`src/rtl/mc_control_fsm.sv`:
```
// -----------------------------------------------------------------------------
// mc_control_fsm
//   Multi-cycle MIPS control sequencer. Fetches an instruction, latches it into
//   the decoder, classifies op/funct once in DECODE and then walks the
//   instruction through EXEC, MEM, WB or MULDIV, emitting one-hot style enables
//   for the PC, ALU, data memory, register file and HI/LO unit.
//
// Parameters
//   MULDIV_CYCLES  cycles spent in MULDIV for mult/multu/div/divu (>= 1)
//
// Ports
//   clk        in   rising-edge clock
//   rest       in   asynchronous active-low reset
//   op         in   [5:0] opcode field (instr[31:26])
//   funct      in   [5:0] funct field (instr[5:0])
//   imem_ack   in   instruction memory data valid (honoured only in FETCH)
//   dmem_ack   in   data memory access complete (honoured only in MEM)
//   imem_req   out  instruction fetch request
//   ir_load    out  latch instruction into decoder register (FETCH & imem_ack)
//   pc_inc     out  PC <= PC+4 (FETCH & imem_ack)
//   br_en      out  branch/jump PC update enable
//   alu_en     out  ALU operation enable
//   dmem_req   out  data memory request
//   dmem_we    out  data memory write, qualified by dmem_req
//   reg_write  out  register file write enable
//   md_busy    out  HI/LO multiply/divide unit busy
//   illegal    out  one-cycle pulse in DECODE for an unrecognised op/funct
//   halt       out  break executed; held until reset
//   state      out  [2:0] current state encoding (debug)
// -----------------------------------------------------------------------------
module mc_control_fsm #(
   parameter int MULDIV_CYCLES = 32
) (
   input  logic       clk,
   input  logic       rest,
   input  logic [5:0] op,
   input  logic [5:0] funct,
   input  logic       imem_ack,
   input  logic       dmem_ack,
   output logic       imem_req,
   output logic       ir_load,
   output logic       pc_inc,
   output logic       br_en,
   output logic       alu_en,
   output logic       dmem_req,
   output logic       dmem_we,
   output logic       reg_write,
   output logic       md_busy,
   output logic       illegal,
   output logic       halt,
   output logic [2:0] state
);

   typedef enum logic [2:0] {
      S_IDLE   = 3'd0,
      S_FETCH  = 3'd1,
      S_DECODE = 3'd2,
      S_EXEC   = 3'd3,
      S_MEM    = 3'd4,
      S_WB     = 3'd5,
      S_MULDIV = 3'd6,
      S_HALT   = 3'd7
   } state_e;

   // Instruction class captured in DECODE; it steers EXEC/MEM so that op/funct
   // only need to be looked at once.
   typedef enum logic [2:0] {
      C_ALU    = 3'd0,  // ALU R/I type: EXEC -> WB
      C_BRANCH = 3'd1,  // branches, j, jr: EXEC (br_en) -> FETCH
      C_LINK   = 3'd2,  // jal, jalr: EXEC (br_en) -> WB
      C_LOAD   = 3'd3,  // EXEC -> MEM -> WB
      C_STORE  = 3'd4,  // EXEC -> MEM (we) -> FETCH
      C_MULDIV = 3'd5   // EXEC -> MULDIV
   } cls_e;

   // A count of MULDIV_CYCLES-1 down to 0 needs clog2(MULDIV_CYCLES) bits.
   localparam int CW = (MULDIV_CYCLES > 1) ? $clog2(MULDIV_CYCLES) : 1;

   state_e        state_q, state_d;
   cls_e          cls_q, cls_d;
   logic [CW-1:0] cnt_q, cnt_d;

   cls_e dec_cls;
   logic dec_valid;
   logic dec_halt;
   logic dec_nop;

   // ---------------------------------------------------------------------------
   // Instruction classifier (only consumed while in DECODE)
   // ---------------------------------------------------------------------------
   always_comb begin
      // NOTE: every output of a combinational block gets a default first so no
      // path through the case statements can leave it unassigned (no latch).
      dec_cls   = C_ALU;
      dec_valid = 1'b1;
      dec_halt  = 1'b0;
      dec_nop   = 1'b0;
      if (op == 6'b000000) begin
         case (funct)
            6'b011000, 6'b011001,
            6'b011010, 6'b011011: dec_cls  = C_MULDIV;   // mult/multu/div/divu
            6'b001101:            dec_halt = 1'b1;       // break
            6'b001100:            dec_nop  = 1'b1;       // syscall
            6'b001000:            dec_cls  = C_BRANCH;   // jr
            6'b001001:            dec_cls  = C_LINK;     // jalr
            6'b000000, 6'b000010, 6'b000011,             // sll srl sra
            6'b000100, 6'b000110, 6'b000111,             // sllv srlv srav
            6'b010000, 6'b010001, 6'b010010, 6'b010011,  // mfhi mthi mflo mtlo
            6'b100000, 6'b100001, 6'b100010, 6'b100011,  // add addu sub subu
            6'b100100, 6'b100101, 6'b100110, 6'b100111,  // and or xor nor
            6'b101010, 6'b101011: dec_cls  = C_ALU;      // slt sltu
            default:              dec_valid = 1'b0;
         endcase
      end else if (op[5:3] == 3'b100) begin
         dec_cls = C_LOAD;
      end else if (op[5:3] == 3'b101) begin
         dec_cls = C_STORE;
      end else if (op[5:3] == 3'b001) begin
         dec_cls = C_ALU;                                // immediate ALU ops
      end else begin
         case (op)
            6'b000001, 6'b000100, 6'b000101,
            6'b000110, 6'b000111, 6'b000010: dec_cls = C_BRANCH; // regimm, beq.., j
            6'b000011:                       dec_cls = C_LINK;   // jal
            default:                         dec_valid = 1'b0;
         endcase
      end
   end

   // ---------------------------------------------------------------------------
   // State register
   // ---------------------------------------------------------------------------
   always_ff @(posedge clk or negedge rest) begin
      if (!rest) begin
         state_q <= S_IDLE;
         cls_q   <= C_ALU;
         cnt_q   <= '0;
      end else begin
         // NOTE: sequential state uses non-blocking assignments so every flop
         // samples its _d value from before the edge, independent of order.
         state_q <= state_d;
         cls_q   <= cls_d;
         cnt_q   <= cnt_d;
      end
   end

   // ---------------------------------------------------------------------------
   // Next-state logic
   // ---------------------------------------------------------------------------
   always_comb begin
      state_d = state_q;
      cls_d   = cls_q;
      cnt_d   = cnt_q;
      case (state_q)
         S_IDLE:   state_d = S_FETCH;
         S_FETCH:  if (imem_ack) state_d = S_DECODE;
         S_DECODE: begin
            cls_d = dec_cls;
            if (!dec_valid || dec_nop) state_d = S_FETCH;
            else if (dec_halt)         state_d = S_HALT;
            else                       state_d = S_EXEC;
         end
         S_EXEC: begin
            case (cls_q)
               C_LOAD, C_STORE: state_d = S_MEM;
               C_MULDIV: begin
                  state_d = S_MULDIV;
                  cnt_d   = CW'(MULDIV_CYCLES - 1);
               end
               C_BRANCH:        state_d = S_FETCH;
               default:         state_d = S_WB;
            endcase
         end
         S_MEM: begin
            if (dmem_ack) state_d = (cls_q == C_LOAD) ? S_WB : S_FETCH;
         end
         S_WB:     state_d = S_FETCH;
         S_MULDIV: begin
            // The count reads 0 in the last busy cycle, giving exactly
            // MULDIV_CYCLES cycles in this state.
            if (cnt_q == '0) state_d = S_FETCH;
            else             cnt_d   = cnt_q - CW'(1);
         end
         S_HALT:   state_d = S_HALT;
         default:  state_d = S_IDLE;
      endcase
   end

   // ---------------------------------------------------------------------------
   // Output decode (Moore, except ir_load/pc_inc which follow imem_ack in FETCH)
   // ---------------------------------------------------------------------------
   always_comb begin
      imem_req  = 1'b0;
      ir_load   = 1'b0;
      pc_inc    = 1'b0;
      br_en     = 1'b0;
      alu_en    = 1'b0;
      dmem_req  = 1'b0;
      dmem_we   = 1'b0;
      reg_write = 1'b0;
      md_busy   = 1'b0;
      illegal   = 1'b0;
      halt      = 1'b0;
      case (state_q)
         S_FETCH: begin
            imem_req = 1'b1;
            ir_load  = imem_ack;
            pc_inc   = imem_ack;
         end
         S_DECODE: illegal = !dec_valid;
         S_EXEC: begin
            alu_en = 1'b1;
            br_en  = (cls_q == C_BRANCH) || (cls_q == C_LINK);
         end
         S_MEM: begin
            dmem_req = 1'b1;
            dmem_we  = (cls_q == C_STORE);
         end
         S_WB:     reg_write = 1'b1;
         S_MULDIV: md_busy   = 1'b1;
         S_HALT:   halt      = 1'b1;
         default:  ;
      endcase
   end

   assign state = state_q;

endmodule
```
`config.mk`:
```
export PLATFORM = sky130hd
export DESIGN_NAME = mc_control_fsm
export DESIGN_NICKNAME = d
export VERILOG_FILES = /design/src/rtl/mc_control_fsm.sv
export SDC_FILE = /design/constraint.sdc
export NUM_CORES = 1
export LEC_CHECK = 0
export CORE_UTILIZATION = 45
export CTS_BUF_LIST = sky130_fd_sc_hd__clkbuf_2 sky130_fd_sc_hd__clkbuf_4 sky130_fd_sc_hd__clkbuf_8
export DETAILED_ROUTE_END_ITERATION = 6
export MAX_ROUTING_LAYER = met4
export PLACE_DENSITY = 0.81
export SYNTH_ARGS = -nofsm -noshare
export SYNTH_HDL_FRONTEND = slang
export SYNTH_SLANG_ARGS = --single-unit
```
`constraint.sdc`:
```
create_clock -name clk -period 2 [get_ports clk]
set_input_delay 0.2 -clock clk [delete_from_list [all_inputs] [get_ports clk]]
set_output_delay 0.2 -clock clk [all_outputs]
set_load 0.01 [all_outputs]
```
Fig. 1: run 1, met1 routing
Scale bar: 10 um.
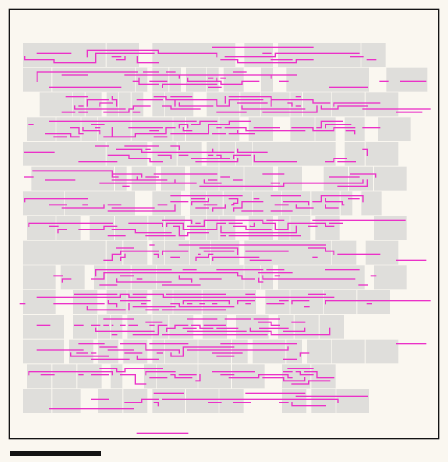
share of all routed wire: 41%
main direction: horizontal
nets with wire on the layer: 163
wire length on this layer: 1250 um
routed vias: 1129
met1 usage: 34.28%

Fig. 2: run 1, M2 wires
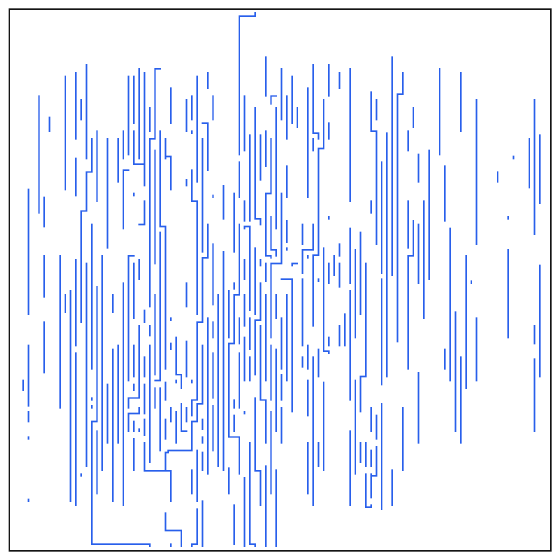
longest straight run: 21.6 um
wire length on this layer: 1480 um
nets with wire on the layer: 160
main direction: vertical
share of all routed wire: 48%
grt met2 use: 44.17%
routed wire length: 3066 um

Fig. 3: run 1, met3 routing
Scale bar: 10 um.
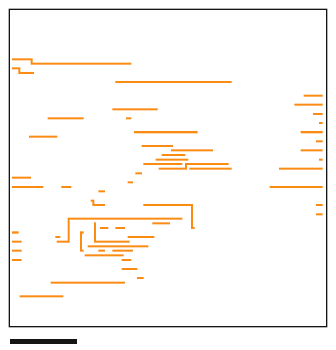
nets with wire on the layer: 46
longest straight run: 17.0 um
wire length on this layer: 241 um

Fig. 4: run 1, metal 4
Scale bar: 10 um.
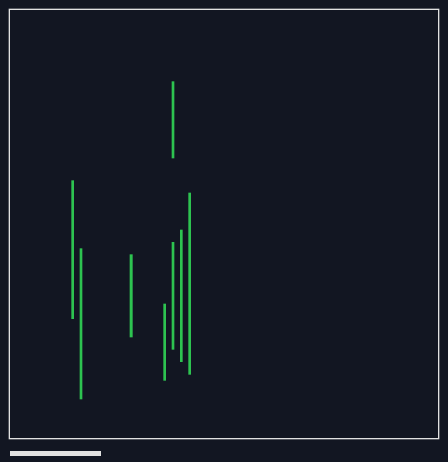
wire length on this layer: 102 um
main direction: vertical
longest straight run: 19.7 um
share of all routed wire: 3.3%
nets with wire on the layer: 8

==> results.json, run 1 <==
{
  "finalCoreUtilization_pct": 82.75,
  "cts-resized-gates": 6,
  "place_area_sq_mm": 0.001340,
  "cp_max_fo": 4,
  "cts.sinks": 11,
  "nFillCells": 106,
  "bufAreaShareNonClock_pct": 35.22,
  "status": "completed",
  "syn-mean-instance-area_sq_um": 8.403,
  "io_buffers": 29,
  "pwr-share-comb_pct": 61.5,
  "p_sw_uw": 671.6,
  "setup_viol": 0,
  "final_cell_mix": "buf_4 (31), clkdlybuf4s50_1 (23), nand2_1 (10)",
  "finalHoldViolCount": 0,
  "row_count": 15,
  "ys_cells": 109,
  "synthTopCellsByArea": "dfrtp_1 (30%), xor2_1 (4.8%), nand2_1 (4.1%)",
  "flops": 11,
  "ys_chip_area_sq_um": 915.9,
  "regArea_sq_um": 277.8,
  "finalPower_uw": 1613,
  "mux_share_pct": 0,
  "grt_pass1_wl_um": 4029,
  "largest_register_ffs": 5,
  "drt_iter0_markers": 52,
  "wl_met3_um": 240,
  "skew_ps": 0.2204,
  "die_height_um": 47.12,
  "cts_tree": "yes",
  "r2r_slack_ps": 220,
  "core_sq_mm": 0.001821,
  "crit_start": "op[1]",
  "syn_to_final_growth_pct": 64.48,
  "drive_gt1_share_pct": 27.54,
  "p_seq_uw": 459,
  "fin_ws_ps": 13.63,
  "end_kind": "flop"
}
Fig. 5: run 1, clock nets
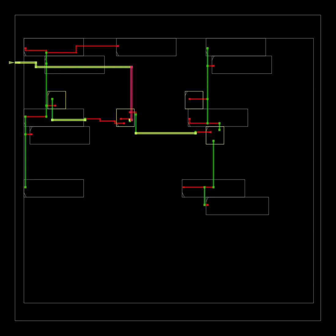

==> run 1 -> run 2 <==
- SKIP_CTS_REPAIR_TIMING: unset -> 1
Fig. 6: run 2, clock nets
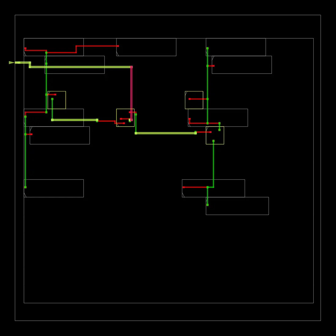
clock skew: 1.370 ps
Num Clock Sinks: 11
Clk. pwr: 161 uW

Fig. 7: run 2, M2 wires
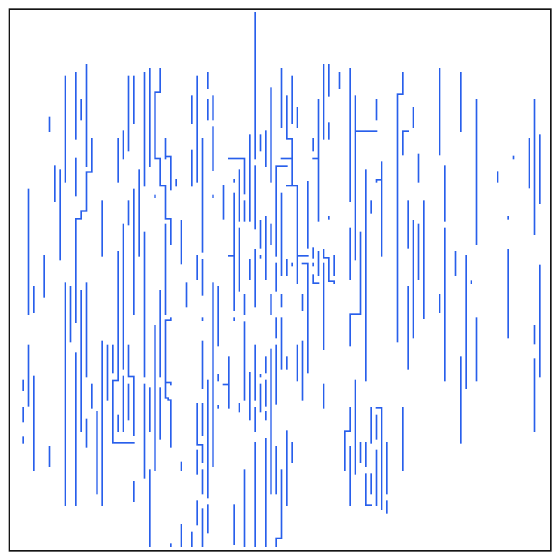
nets with wire on the layer: 150
longest straight run: 21.6 um
main direction: vertical
share of all routed wire: 47%
wire length on this layer: 1130 um

==> run 2 against run 1 <==
Global-route usage down 3.4 points. First-iteration DRC count shrank 60%. Combinational power fell by 5.8%. Wire length is 22% lower. Sequential share of layout area rose by 0.73 points. Worst setup slack better by 70 ps. Maximum frequency is 3.6% higher.
==> results.json, run 2 <==
{
  "status": "completed",
  "cts_tree": "yes",
  "regArea_sq_um": 277.8,
  "use_met1_pct": 30.02,
  "setup_viol": 0,
  "ys_cells": 109,
  "fin_ws_ps": 83.58,
  "finalCoreUtilization_pct": 79.59,
  "syn_to_final_growth_pct": 58.20,
  "cp_max_fo": 8,
  "ys_chip_area_sq_um": 915.9,
  "wl_met3_um": 120,
  "bufAreaShareNonClock_pct": 34.37,
  "core_sq_mm": 0.001821,
  "pwr-share-comb_pct": 60.3,
  "p_seq_uw": 453,
  "mux_share_pct": 0,
  "largest_register_ffs": 5,
  "grt_pass1_wl_um": 3546,
  "row_count": 15,
  "die_height_um": 47.12,
  "final_cell_mix": "buf_4 (26), clkdlybuf4s50_1 (24), nand2_1 (10)",
  "crit_start": "state[2]",
  "finalPower_uw": 1549,
  "syn-mean-instance-area_sq_um": 8.403,
  "io_buffers": 29
}
Fig. 8: run 2, met1 routing
Scale bar: 10 um.
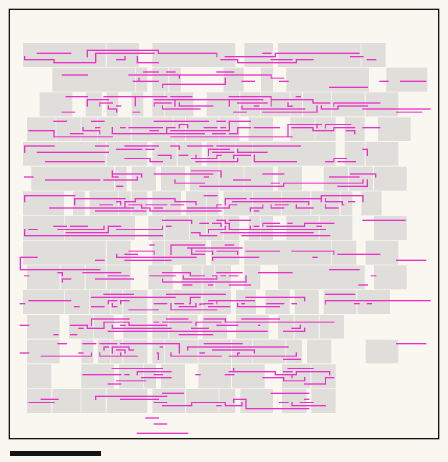

==> run 2 -> run 3 <==
- REMOVE_ABC_BUFFERS: unset -> 1
Fig. 9: run 3, met1 routing
Scale bar: 10 um.
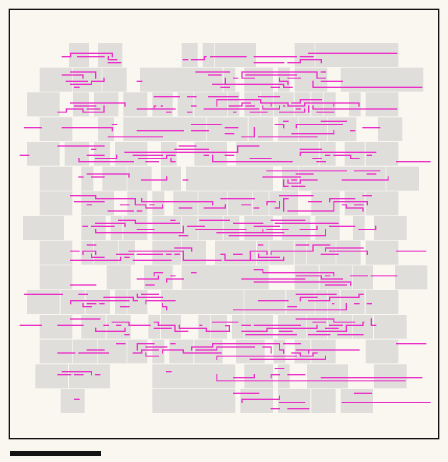
met1 usage: 24.05%
routed wire length: 2352 um
routed vias: 1002

==> run 3 against run 2 <==
Wire length decreased by 1.1%. Cell count down 2.7%. Utilization decreased by 2.8 points. Critical endpoint is now dmem_req.
==> results.json, run 3 <==
{
  "status": "completed",
  "regArea_sq_um": 279.0,
  "setup_viol": 0,
  "cts.sinks": 11,
  "synthTopCellsByArea": "dfrtp_1 (30%), xor2_1 (4.8%), nand2_1 (4.1%)",
  "p_sw_uw": 616.3,
  "fin_ws_ps": 84.07,
  "core_sq_mm": 0.001821,
  "wl_met3_um": 127,
  "die_height_um": 47.12,
  "cp_max_fo": 8,
  "syn-mean-instance-area_sq_um": 8.403,
  "nFillCells": 142,
  "flops": 11,
  "grt_pass1_wl_um": 3629,
  "syn_to_final_growth_pct": 52.60,
  "ys_chip_area_sq_um": 915.9,
  "finalPower_uw": 1535,
  "end_kind": "output pin",
  "powerClk_uw": 160,
  "pwr-share-comb_pct": 58.7,
  "use_met2_pct": 44.17,
  "drive_gt1_share_pct": 21.66,
  "bufAreaShareNonClock_pct": 32.59,
  "io_buffers": 29,
  "cts_tree": "yes",
  "place_area_sq_mm": 0.001318,
  "largest_register_ffs": 5
}
Fig. 10: run 3, met3 routing
Scale bar: 10 um.
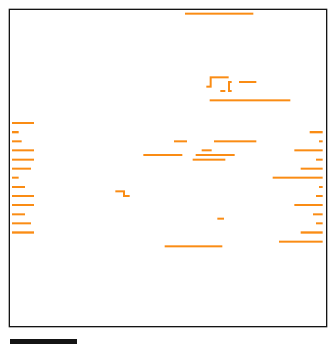
longest straight run: 11.7 um
share of all routed wire: 5.4%
nets with wire on the layer: 36
met3 Use GR: 4.615%

Power is estimated from default activity; no workload was simulated.
